<file path="src/rtl/fp_minmax_reduce_pkg.sv">
// Shared types, constants and class-detection helper for the FP min/max reducer.
package fp_minmax_reduce_pkg;

  localparam int unsigned ELEM_W = 64;
  localparam int unsigned FLAG_W = 5;
  localparam int unsigned NV_BIT = 4;

  localparam logic [ELEM_W-1:0] CANON_NAN_D = 64'h7ff8_0000_0000_0000;
  localparam logic [ELEM_W-1:0] CANON_NAN_S = 64'h0000_0000_7fc0_0000;

  localparam logic [2:0] RM_MIN = 3'd0;
  localparam logic [2:0] RM_MAX = 3'd1;

  typedef enum logic [1:0] {
    ST_IDLE = 2'd0,
    ST_ACC  = 2'd1,
    ST_DONE = 2'd2
  } state_t;

  // vld=0 marks an empty operand, which behaves as the identity of min/max
  typedef struct packed {
    logic              vld;
    logic [ELEM_W-1:0] val;
  } elem_t;

  // Returns {is_nan, is_snan}; single format looks at bits [31:0] only
  function automatic logic [1:0] fp_class(input logic [ELEM_W-1:0] v, input logic dbl);
    logic nan;
    logic quiet;
    if (dbl) begin
      nan   = (&v[62:52]) & (|v[51:0]);
      quiet = v[51];
    end else begin
      nan   = (&v[30:23]) & (|v[22:0]);
      quiet = v[22];
    end
    return {nan, nan & ~quiet};
  endfunction

endpackage

</file>
<file path="src/rtl/fp_minmax_cmp.sv">
// Two-operand IEEE min/max select with NaN handling and invalid detection.
module fp_minmax_cmp
  import fp_minmax_reduce_pkg::*;
(
  input  logic  dbl,
  input  logic  is_max,
  input  elem_t a,
  input  elem_t b,
  output elem_t y_c,
  output logic  nv_c
);

  logic [1:0]        a_cls;
  logic [1:0]        b_cls;
  logic              a_num;
  logic              b_num;
  logic [ELEM_W-1:0] a_ord;
  logic [ELEM_W-1:0] b_ord;
  logic              a_lt_b;

  // Classify, order and select; NaN or empty operands fall away to the other side
  always_comb begin
    a_cls  = fp_class(a.val, dbl);
    b_cls  = fp_class(b.val, dbl);
    a_num  = a.vld & ~a_cls[1];
    b_num  = b.vld & ~b_cls[1];
    nv_c   = (a.vld & a_cls[0]) | (b.vld & b_cls[0]);

    // Align single values so the sign sits at bit 63 for a common compare
    a_ord  = dbl ? a.val : {a.val[31:0], 32'h0};
    b_ord  = dbl ? b.val : {b.val[31:0], 32'h0};

    if (a_ord[63] != b_ord[63]) begin
      a_lt_b = a_ord[63];
    end else if (!a_ord[63]) begin
      a_lt_b = a_ord[62:0] < b_ord[62:0];
    end else begin
      a_lt_b = a_ord[62:0] > b_ord[62:0];
    end

    y_c.vld = 1'b0;
    y_c.val = dbl ? CANON_NAN_D : CANON_NAN_S;
    if (a_num && b_num) begin
      y_c = (is_max ? a_lt_b : ~a_lt_b) ? b : a;
    end else if (a_num) begin
      y_c = a;
    end else if (b_num) begin
      y_c = b;
    end
  end

endmodule

</file>
<file path="src/rtl/fp_minmax_reduce.sv">
// Frame-based floating-point min/max reduction over LANES elements per beat.
module fp_minmax_reduce
  import fp_minmax_reduce_pkg::*;
#(
  parameter int unsigned LANES = 4,
  parameter int unsigned FLEN  = 64
) (
  input  logic                  fp_minmax_reduce_i_clk,
  input  logic                  fp_minmax_reduce_i_rst_n,
  input  logic                  fp_minmax_reduce_i_valid,
  output logic                  fp_minmax_reduce_o_ready,
  input  logic [LANES*FLEN-1:0] fp_minmax_reduce_i_data,
  input  logic [LANES-1:0]      fp_minmax_reduce_i_mask,
  input  logic                  fp_minmax_reduce_i_last,
  input  logic [1:0]            fp_minmax_reduce_i_fmt,
  input  logic [2:0]            fp_minmax_reduce_i_rm,
  output logic                  fp_minmax_reduce_o_valid,
  input  logic                  fp_minmax_reduce_i_ready,
  output logic [FLEN-1:0]       fp_minmax_reduce_o_result,
  output logic [FLAG_W-1:0]     fp_minmax_reduce_o_flags
);

  state_t           state_q;
  state_t           state_d;
  elem_t            acc_q;
  logic             nv_q;
  logic             dbl_q;
  logic [2:0]       rm_q;

  logic             beat_c;
  logic             take_c;
  logic             dbl_c;
  logic [2:0]       rm_c;
  logic             is_max_c;
  elem_t            acc_in_c;
  logic             nv_in_c;
  elem_t            tree_y_c;
  logic [LANES-1:0] lane_nv_c;
  elem_t            acc_y_c;
  logic             acc_nv_c;
  logic             nv_sum_c;

  assign beat_c = fp_minmax_reduce_i_valid & fp_minmax_reduce_o_ready;
  assign take_c = fp_minmax_reduce_o_valid & fp_minmax_reduce_i_ready;

  // First beat of a frame uses live fmt/rm and an empty accumulator; later beats use captured ones
  always_comb begin
    dbl_c    = dbl_q;
    rm_c     = rm_q;
    acc_in_c = acc_q;
    nv_in_c  = nv_q;
    if (state_q == ST_IDLE) begin
      dbl_c    = (fp_minmax_reduce_i_fmt != 2'd0);
      rm_c     = fp_minmax_reduce_i_rm;
      acc_in_c = '0;
      nv_in_c  = 1'b0;
    end
    is_max_c = (rm_c == RM_MAX);
  end

  // Lane chain seeded with an empty operand so every lane gets class detection
  for (genvar k = 0; k < LANES; k++) begin : g_lane
    elem_t lane_c;
    elem_t a_c;
    elem_t y_c;
    logic  nv_c;

    assign lane_c = {fp_minmax_reduce_i_mask[k],
                     dbl_c ? fp_minmax_reduce_i_data[k*FLEN +: FLEN]
                           : {32'h0, fp_minmax_reduce_i_data[k*FLEN +: 32]}};

    if (k == 0) begin : g_seed
      assign a_c = '0;
    end else begin : g_link
      assign a_c = g_lane[k-1].y_c;
    end

    fp_minmax_cmp u_cmp (
      .dbl    (dbl_c),
      .is_max (is_max_c),
      .a      (a_c),
      .b      (lane_c),
      .y_c    (y_c),
      .nv_c   (nv_c)
    );

    assign lane_nv_c[k] = nv_c;

    if (k == LANES - 1) begin : g_tail
      assign tree_y_c = y_c;
    end
  end

  fp_minmax_cmp u_acc_cmp (
    .dbl    (dbl_c),
    .is_max (is_max_c),
    .a      (acc_in_c),
    .b      (tree_y_c),
    .y_c    (acc_y_c),
    .nv_c   (acc_nv_c)
  );

  assign nv_sum_c = nv_in_c | (|lane_nv_c) | acc_nv_c;

  // FSM state register
  always_ff @(posedge fp_minmax_reduce_i_clk or negedge fp_minmax_reduce_i_rst_n) begin
    if (!fp_minmax_reduce_i_rst_n) begin
      state_q <= ST_IDLE;
    end else begin
      state_q <= state_d;
    end
  end

  // FSM next-state: frame open on first beat, result held until taken
  always_comb begin
    state_d = state_q;
    case (state_q)
      ST_IDLE: if (beat_c) state_d = fp_minmax_reduce_i_last ? ST_DONE : ST_ACC;
      ST_ACC:  if (beat_c && fp_minmax_reduce_i_last) state_d = ST_DONE;
      ST_DONE: if (take_c) state_d = ST_IDLE;
      default: state_d = ST_IDLE;
    endcase
  end

  // Accumulator, captured mode, and registered handshake/result outputs
  always_ff @(posedge fp_minmax_reduce_i_clk or negedge fp_minmax_reduce_i_rst_n) begin
    if (!fp_minmax_reduce_i_rst_n) begin
      acc_q                     <= '0;
      nv_q                      <= 1'b0;
      dbl_q                     <= 1'b0;
      rm_q                      <= 3'd0;
      fp_minmax_reduce_o_ready  <= 1'b1;
      fp_minmax_reduce_o_valid  <= 1'b0;
      fp_minmax_reduce_o_result <= '0;
      fp_minmax_reduce_o_flags  <= '0;
    end else begin
      fp_minmax_reduce_o_ready <= (state_d != ST_DONE);
      fp_minmax_reduce_o_valid <= (state_d == ST_DONE);
      if (beat_c) begin
        acc_q <= acc_y_c;
        nv_q  <= nv_sum_c;
        dbl_q <= dbl_c;
        rm_q  <= rm_c;
        if (fp_minmax_reduce_i_last) begin
          fp_minmax_reduce_o_result <= '0;
          fp_minmax_reduce_o_flags  <= '0;
          if ((rm_c == RM_MIN) || (rm_c == RM_MAX)) begin
            // An empty final value already carries the canonical NaN for the format
            fp_minmax_reduce_o_result         <= acc_y_c.val;
            fp_minmax_reduce_o_flags[NV_BIT]  <= nv_sum_c;
          end
        end
      end else if (take_c) begin
        acc_q <= '0;
        nv_q  <= 1'b0;
      end
    end
  end

endmodule

</file>
<file path="config.mk">
export PLATFORM = sky130hd
export DESIGN_NAME = fp_minmax_reduce
export DESIGN_NICKNAME = d
export VERILOG_FILES = /design/src/rtl/fp_minmax_reduce_pkg.sv /design/src/rtl/fp_minmax_cmp.sv /design/src/rtl/fp_minmax_reduce.sv
export SDC_FILE = /design/constraint.sdc
export NUM_CORES = 2
export LEC_CHECK = 0
export CORE_MARGIN = 5
export CORE_UTILIZATION = 50
export CTS_BUF_LIST = sky130_fd_sc_hd__clkbuf_4 sky130_fd_sc_hd__clkbuf_8
export DETAILED_ROUTE_END_ITERATION = 6
export PLACE_DENSITY = 0.73
export SKIP_LAST_GASP = 1
export SYNTH_ARGS = -nofsm -noshare
export SYNTH_HDL_FRONTEND = slang
export SYNTH_SLANG_ARGS = --single-unit
</file>
<file path="constraint.sdc">
create_clock -name fp_minmax_reduce_i_clk -period 40.2 [get_ports fp_minmax_reduce_i_clk]
set_input_delay 6.03 -clock fp_minmax_reduce_i_clk [delete_from_list [all_inputs] [get_ports fp_minmax_reduce_i_clk]]
set_output_delay 6.03 -clock fp_minmax_reduce_i_clk [all_outputs]
set_load 0.1 [all_outputs]
</file>
### Met1 routing

Supply wires on this layer in gray.
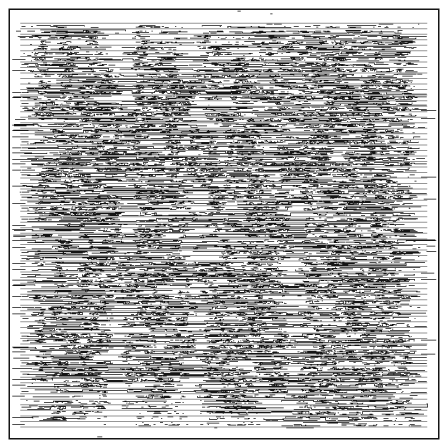
3172 nets have wire on it. The layer carries 34.5 mm of wire. The layer holds 38% of the routed length. The longest straight run is 49.0 um. The wires run mostly horizontal.
total number of vias: 24200
Final Routed Wirelength: 90900 um
GR Util met1: 51.3%

### Metal 2

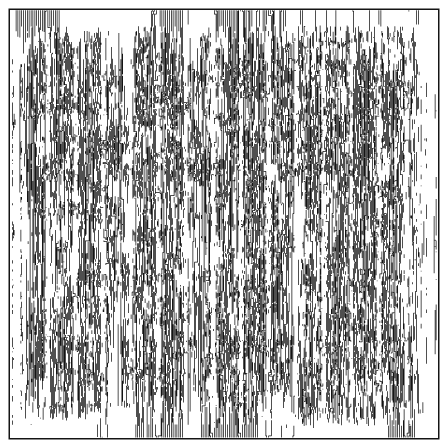
The wires run mostly vertical. The layer carries 40.6 mm of wire. The longest straight run is 93.5 um. 2971 nets have wire on it.

==> qor.yml <==
synth:
  yosys-dominant-comb-family: "AND-OR/OR-AND gates"
  synthMostInstantiatedCell: "nand2_1"
  yosysTopAreaCellShare_pct: 17.2
  ys.flops: 139
  synthAdderAreaFrac_pct: 15.7
  syn-mean-instance-area_um2: 7.35
  synth.cellmix.xorXnorShare_pct: 0.131
  muxShareOfSynthArea_pct: 7.07
  gate_count_of_the_mapped_netlist: 2735
  ys_sh_simple_pct: 26.6
  synth_async_sr_flop_share_pct: 100
  yosys_most_used_dff: "dfrtp_1"
  ys_cells: 2735
  enable_flop_cells: 0
  synthesis.yosys.warnings: 0
final_timing:
  max_freq_mhz: 39.2
  finalHoldViolations: 0
  totalNegativeSetupSlack_ns: 0
  fin_ws_ns: 14.69
  grt_setup_unrepaired: "false"
  final.setup_skew_ns: 0.0167
  final.min_clock_period_ns: 25.51
  fin_crit_sh_pct: 63.5
  hold-worst-slack_ns: 0.495
  setup_viol_count_final: 0
  maxSlewViolCount: 0
outcome:
  run_status: "finished, violations left"
  failed_checks: "DRC"
detailed_routing:
  highest-signal-layer: "met5"
  met1_length_um: 34500
  vias_per_std_cell: 6.95
  dr.first_iter.drc_count: 3366
  firstDrtPassIters: 7
  drcViolationCount: 1
  wl_met2_um: 40600
worst_setup_path:
  startpoint_type: "input port"
  worst-r2r-setup-slack_ns: 19.86
  r2r_start: "state_q[1]"
  cp_max_fo: 67
  worst_r2r_endpoint: "fp_minmax_reduce_o_result[41]"
  cell_with_the_largest_stage_delay_on_the_worst_path: "a31oi_4"
  crit_cells: 64
  r2r_cells: 63
  timing.critical_path.from: "fp_minmax_reduce_i_fmt[1]"
clock_network:
  clk_path_buf_depth: 2
  tritoncts: "built"
  post_cts_resized: 0
  cts_buf_count: 17
  cts.clk_slew.worst_paths_ns: 0.08
  htreeDepth: 4
  cts.root.buffer_cell: "clkbuf_8"
  post_cts.repair.setup_buffers: 0
cells_and_area:
  signal_buffer_area_fraction_pct: 15.0
  layout.filler_cells: 3690
  seq_area_share_pct: 14.5
  inverters_excl_clock: 25
  mostFrequentLayoutCell: "nand2_1"
  design_area_um2: 24100
  final-clk-cell-share_pct: 1.56
  largest_cell_class: "combinational gates"
  most_frequent_logic_cells_in_the_routed_design: "403 x nand2_1, 335 x clkdlybuf4s50_1, 271 x nor2_1, 252 x ha_1, 229 x a21oi_1"
  sequential_area_um2: 3480
  antenna-diode-count: 2
  multiInputGateArea_um2: 15800
hold_path:
  hold_depth: 2
global_route:
  via_count_of_the_first_global_routing_pass: 23000
  grt_antenna_before_repair: 3
  groute.layer.met3.usage_pct: 5.58
  grt_start_max_net_pins: 97
floorplan:
  floorplan.die.width_um: 210
  n_tap_cell: 525
  initial_utilization_pct: 50.6
  core_area_um2: 39700
  dieArea_um2: 44300
placement:
  post-place-cells: 3447
  gp_congestion: 1.04
  post-dp-hpwl_um: 71700
  placement.setup.worst_slack_ns: 14.76
flow_run:
  tool_warnings: 26
